Wiring heat map:
Scale bar: 20 µm. 24 x 24 tiles, from black (low) to pale yellow (high), scaled to the fullest tile. Values are wire area over tile area, all layers added.
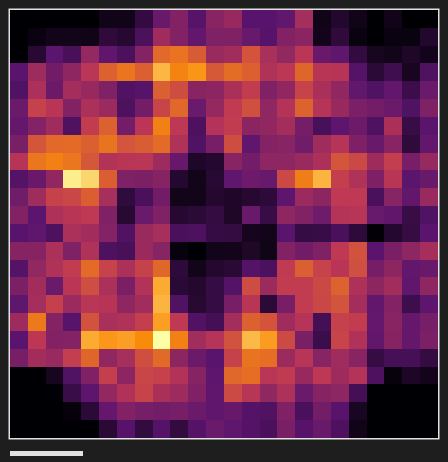
Routing congestion:
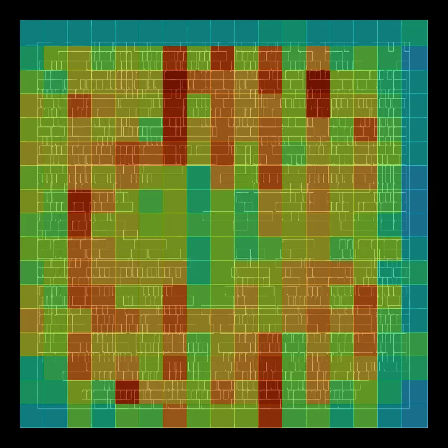
Placement density heat map:
Scale bar: 20 µm. 12 x 12 tiles, from black (low) to pale yellow (high), 0 to 100% covered.
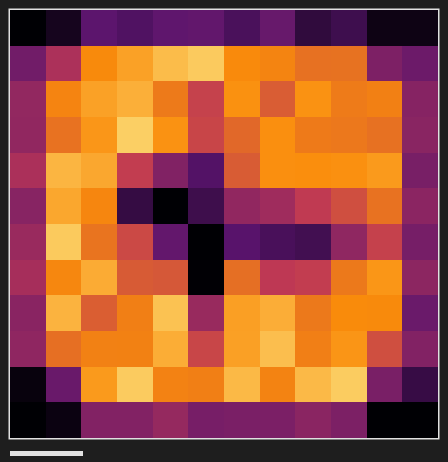
**src/rtl/reg_bank_pkg.sv**
```systemverilog
// Shared constants and the per-channel op-priority encoding for reg_bank.
// The increment feature is selected in reg_cell by the REG_BANK_INC_EN macro.
package reg_bank_pkg;

  localparam int DEFAULT_DATA_WIDTH = 16;
  localparam int DEFAULT_NUM_CORES  = 4;

  typedef enum logic [2:0] {
    OP_HOLD  = 3'd0,
    OP_INC   = 3'd1,
    OP_WR    = 3'd2,
    OP_BCAST = 3'd3,
    OP_CLR   = 3'd4
  } op_e;

  // Highest-priority request wins: clear, broadcast, write, increment, hold.
  function automatic op_e sel_op(input logic clr, input logic bcast,
                                 input logic wr, input logic inc);
    if (clr)        return OP_CLR;
    else if (bcast) return OP_BCAST;
    else if (wr)    return OP_WR;
    else if (inc)   return OP_INC;
    else            return OP_HOLD;
  endfunction

endpackage

```
**src/rtl/reg_cell.sv**
```systemverilog
// One register channel: priority mux, optional increment with wrap pulse, output gating.
// Increment/OVF logic is compiled in only when REG_BANK_INC_EN is defined.
module reg_cell
  import reg_bank_pkg::*;
#(
  parameter int                    DATA_WIDTH = DEFAULT_DATA_WIDTH,
  parameter logic [DATA_WIDTH-1:0] RESET_VAL  = '0
) (
  input  logic                  clk,
  input  logic                  rst,
  input  logic                  bcast,
  input  logic [DATA_WIDTH-1:0] bcast_data,
  input  logic                  wr,
  input  logic [DATA_WIDTH-1:0] wr_data,
  input  logic                  inc,
  input  logic                  clr,
  input  logic                  ldbus,
  input  logic                  ldalu,
  output logic [DATA_WIDTH-1:0] bout,
  output logic [DATA_WIDTH-1:0] alu,
  output logic                  ovf,
  output logic                  zero,
  output op_e                   op
);

`ifdef REG_BANK_INC_EN
  localparam bit INC_EN = 1'b1;
`else
  localparam bit INC_EN = 1'b0;
`endif

  logic [DATA_WIDTH-1:0] q;
  logic [DATA_WIDTH-1:0] d;
  logic                  wrap;
  logic                  ovf_q;

  always_comb begin
    op   = sel_op(clr, bcast, wr, inc & INC_EN);
    d    = q;
    wrap = 1'b0;
    unique case (op)
      OP_CLR:   d = RESET_VAL;
      OP_BCAST: d = bcast_data;
      OP_WR:    d = wr_data;
      OP_INC: begin
        d    = q + DATA_WIDTH'(1);
        wrap = &q;
      end
      default:  d = q;
    endcase
  end

  // OVF is cleared every cycle unless this edge performed the wrap itself.
  always_ff @(posedge clk or posedge rst) begin
    if (rst) begin
      q     <= RESET_VAL;
      ovf_q <= 1'b0;
    end else begin
      q     <= d;
      ovf_q <= wrap;
    end
  end

`ifdef REG_BANK_INC_EN
  assign ovf = ovf_q;
`else
  assign ovf = 1'b0 & ovf_q;
`endif

  assign bout = ldbus ? q : '0;
  assign alu  = ldalu ? q : '0;
  assign zero = (q == '0);

endmodule

```
**src/rtl/reg_bank.sv**
```systemverilog
// Bank of NUM_CORES independent registers, one reg_cell per core; channel 0's BIN slice
// is the broadcast source. Define REG_BANK_INC_EN to enable INC/OVF.
module reg_bank
  import reg_bank_pkg::*;
#(
  parameter int                    DATA_WIDTH = DEFAULT_DATA_WIDTH,
  parameter int                    NUM_CORES  = DEFAULT_NUM_CORES,
  parameter logic [DATA_WIDTH-1:0] RESET_VAL  = '0
) (
  input  logic                            clk,
  input  logic                            RST,
  input  logic [NUM_CORES*DATA_WIDTH-1:0] BIN,
  input  logic [NUM_CORES-1:0]            WR,
  input  logic [NUM_CORES-1:0]            INC,
  input  logic [NUM_CORES-1:0]            CLR,
  input  logic [NUM_CORES-1:0]            LDBUS,
  input  logic [NUM_CORES-1:0]            LDALU,
  input  logic                            BCAST,
  output logic [NUM_CORES*DATA_WIDTH-1:0] BOUT,
  output logic [NUM_CORES*DATA_WIDTH-1:0] ALU,
  output logic [NUM_CORES-1:0]            OVF,
  output logic [NUM_CORES-1:0]            ZERO,
  output op_e                             dbg_op [NUM_CORES]
);

  logic [DATA_WIDTH-1:0] bcast_data;
  assign bcast_data = BIN[DATA_WIDTH-1:0];

  for (genvar i = 0; i < NUM_CORES; i++) begin : g_cell
    reg_cell #(
      .DATA_WIDTH (DATA_WIDTH),
      .RESET_VAL  (RESET_VAL)
    ) u_cell (
      .clk        (clk),
      .rst        (RST),
      .bcast      (BCAST),
      .bcast_data (bcast_data),
      .wr         (WR[i]),
      .wr_data    (BIN[i*DATA_WIDTH +: DATA_WIDTH]),
      .inc        (INC[i]),
      .clr        (CLR[i]),
      .ldbus      (LDBUS[i]),
      .ldalu      (LDALU[i]),
      .bout       (BOUT[i*DATA_WIDTH +: DATA_WIDTH]),
      .alu        (ALU[i*DATA_WIDTH +: DATA_WIDTH]),
      .ovf        (OVF[i]),
      .zero       (ZERO[i]),
      .op         (dbg_op[i])
    );
  end

endmodule

```
**config.mk**
```make
export PLATFORM = sky130hd
export DESIGN_NAME = reg_bank
export DESIGN_NICKNAME = d
export VERILOG_FILES = /design/src/rtl/reg_bank_pkg.sv /design/src/rtl/reg_cell.sv /design/src/rtl/reg_bank.sv
export SDC_FILE = /design/constraint.sdc
export NUM_CORES = 1
export LEC_CHECK = 0
export ABC_AREA = 1
export CAP_MARGIN = 20
export CORE_MARGIN = 5
export CORE_UTILIZATION = 40
export DETAILED_ROUTE_END_ITERATION = 6
export GPL_ROUTABILITY_DRIVEN = 0
export PLACE_DENSITY = 0.86
export REMOVE_ABC_BUFFERS = 1
export SYNTH_ARGS = -nofsm -noshare
export SYNTH_HDL_FRONTEND = slang
export SYNTH_SLANG_ARGS = --single-unit
```
**constraint.sdc**
```tcl
create_clock -name clk -period 2.8 [get_ports clk]
set_input_delay 0.7 -clock clk [delete_from_list [all_inputs] [get_ports clk]]
set_output_delay 0.7 -clock clk [all_outputs]
set_load 0.01 [all_outputs]
```
==> Changelog: implementation <==
### Physical design

* Sequential power share at 34.6%
* Post-synth seq share at 34.4%
* Critical path arrival at 2.05 ns
* CP max stage cell: clkdlybuf4s50_1
* Area fraction in mux cells at 0%
* Top pwr grp: clock
* Total negative slack at 0 ns
* Yosys stat chip area at 0.00466 mm²
* Comb pwr share at 24.9%
* Congestion Overflow GR at 0
* Clock sink count at 64
* Min Tclk post-route at 2.75 ns
* Outcome: finished, final reports clean
* Final setup viols at 0
* Most numerous logic cell after layout: nand2_1
* Top non-seq family: simple AND/OR/NAND/NOR gates
* GR Layer Usage met2 at 39.7%
* CORE AREA at 0.0114 mm²
* Routed Antenna Nets at 0
* Distinct lib cells at 17
* ANT cells at 0
* Initial antenna violation count at 0
* CTS tree: yes
* Worst hold slack at 0.560 ns
## Picture notes: 'wiring heat map'
6.8% of the tiles are nearly empty. The mean over all tiles is 0.20. The fullest tile reaches 0.58. 20% of the tiles are over half the peak.

## Picture notes: 'routing congestion'
total track usage: 23.2%
WL/cell: 14.9 µm
final core occ: 64.8%
grt met3 use: 4.37%

## Picture notes: 'placement density heat map'
The emptiest ninth of the die: center. 4.9% of the tiles are nearly empty. The fullest tile reaches 90%. 24% of the tiles are over 75% full. The mean over all tiles is 52%.

[cell type report]
class	count	area [µm²]
tap	143	179
multi-input combinational	450	2020
fill	1026	4020
clock buffer	14	274
inverter	198	751
clock inverter	2	60.1
timing repair buffer	250	2510
sequential	64	1600
[Yosys cell counts]
library cell	number
nand3_1	112
conb_1	1
inv_1	194
nor2_4	4
buf_6	7
inv_8	1
inv_2	3
nor2_8	7
ha_1	4
nand2_1	292
buf_2	14
clkbuf_1	8
nor2_1	24
dfrtp_1	64
buf_12	1
nand2_2	3
buf_4	14
[final timing paths]
path | depth (start not counted) | from | to
hold / removal | 2 | g_cell[0].u_cell.q[5] | g_cell[0].u_cell.q[5]
min in group asynchronous | 3 | RST | g_cell[0].u_cell.q[6]
hold reg to reg | 2 | g_cell[0].u_cell.q[5] | g_cell[0].u_cell.q[5]
setup / recovery | 5 | LDBUS[0] | BOUT[4]
max in group asynchronous | 3 | RST | g_cell[3].u_cell.q[14]
setup reg to reg | 2 | g_cell[1].u_cell.q[4] | g_cell[1].u_cell.q[4]
[per-layer routing]
layer | up-vias | wire length, µm
met4 | 0 | 510
met2 | 222 | 8150
met3 | 32 | 1120
li1 | 2583 | -
met1 | 2367 | 6880
met5 | - | 0
[timing repair]
| item | in CTS | in global routing |
|---|---|---|
| pin swaps | 0 | 0 |
| setup buffers | 0 | 0 |
| hold buffers | 0 | 0 |
| gates resized | 3 | 3 |
| endpoints found under the setup margin | 6 | 4 |
[kinds of logic after synthesis]
family,Yosys count
DFF,64
other,1
buffers and inverters,242
adders and majority gates,4
and+or+nand+nor,442
[worst register-to-register path, cell delays in order, from the launching register on]
cell and delay [ns]:
dfrtp_1 0.42, nand3_1 0.10, nand3_1 0.10
Power figures rest on the tool's default switching activity, not on a simulated workload.
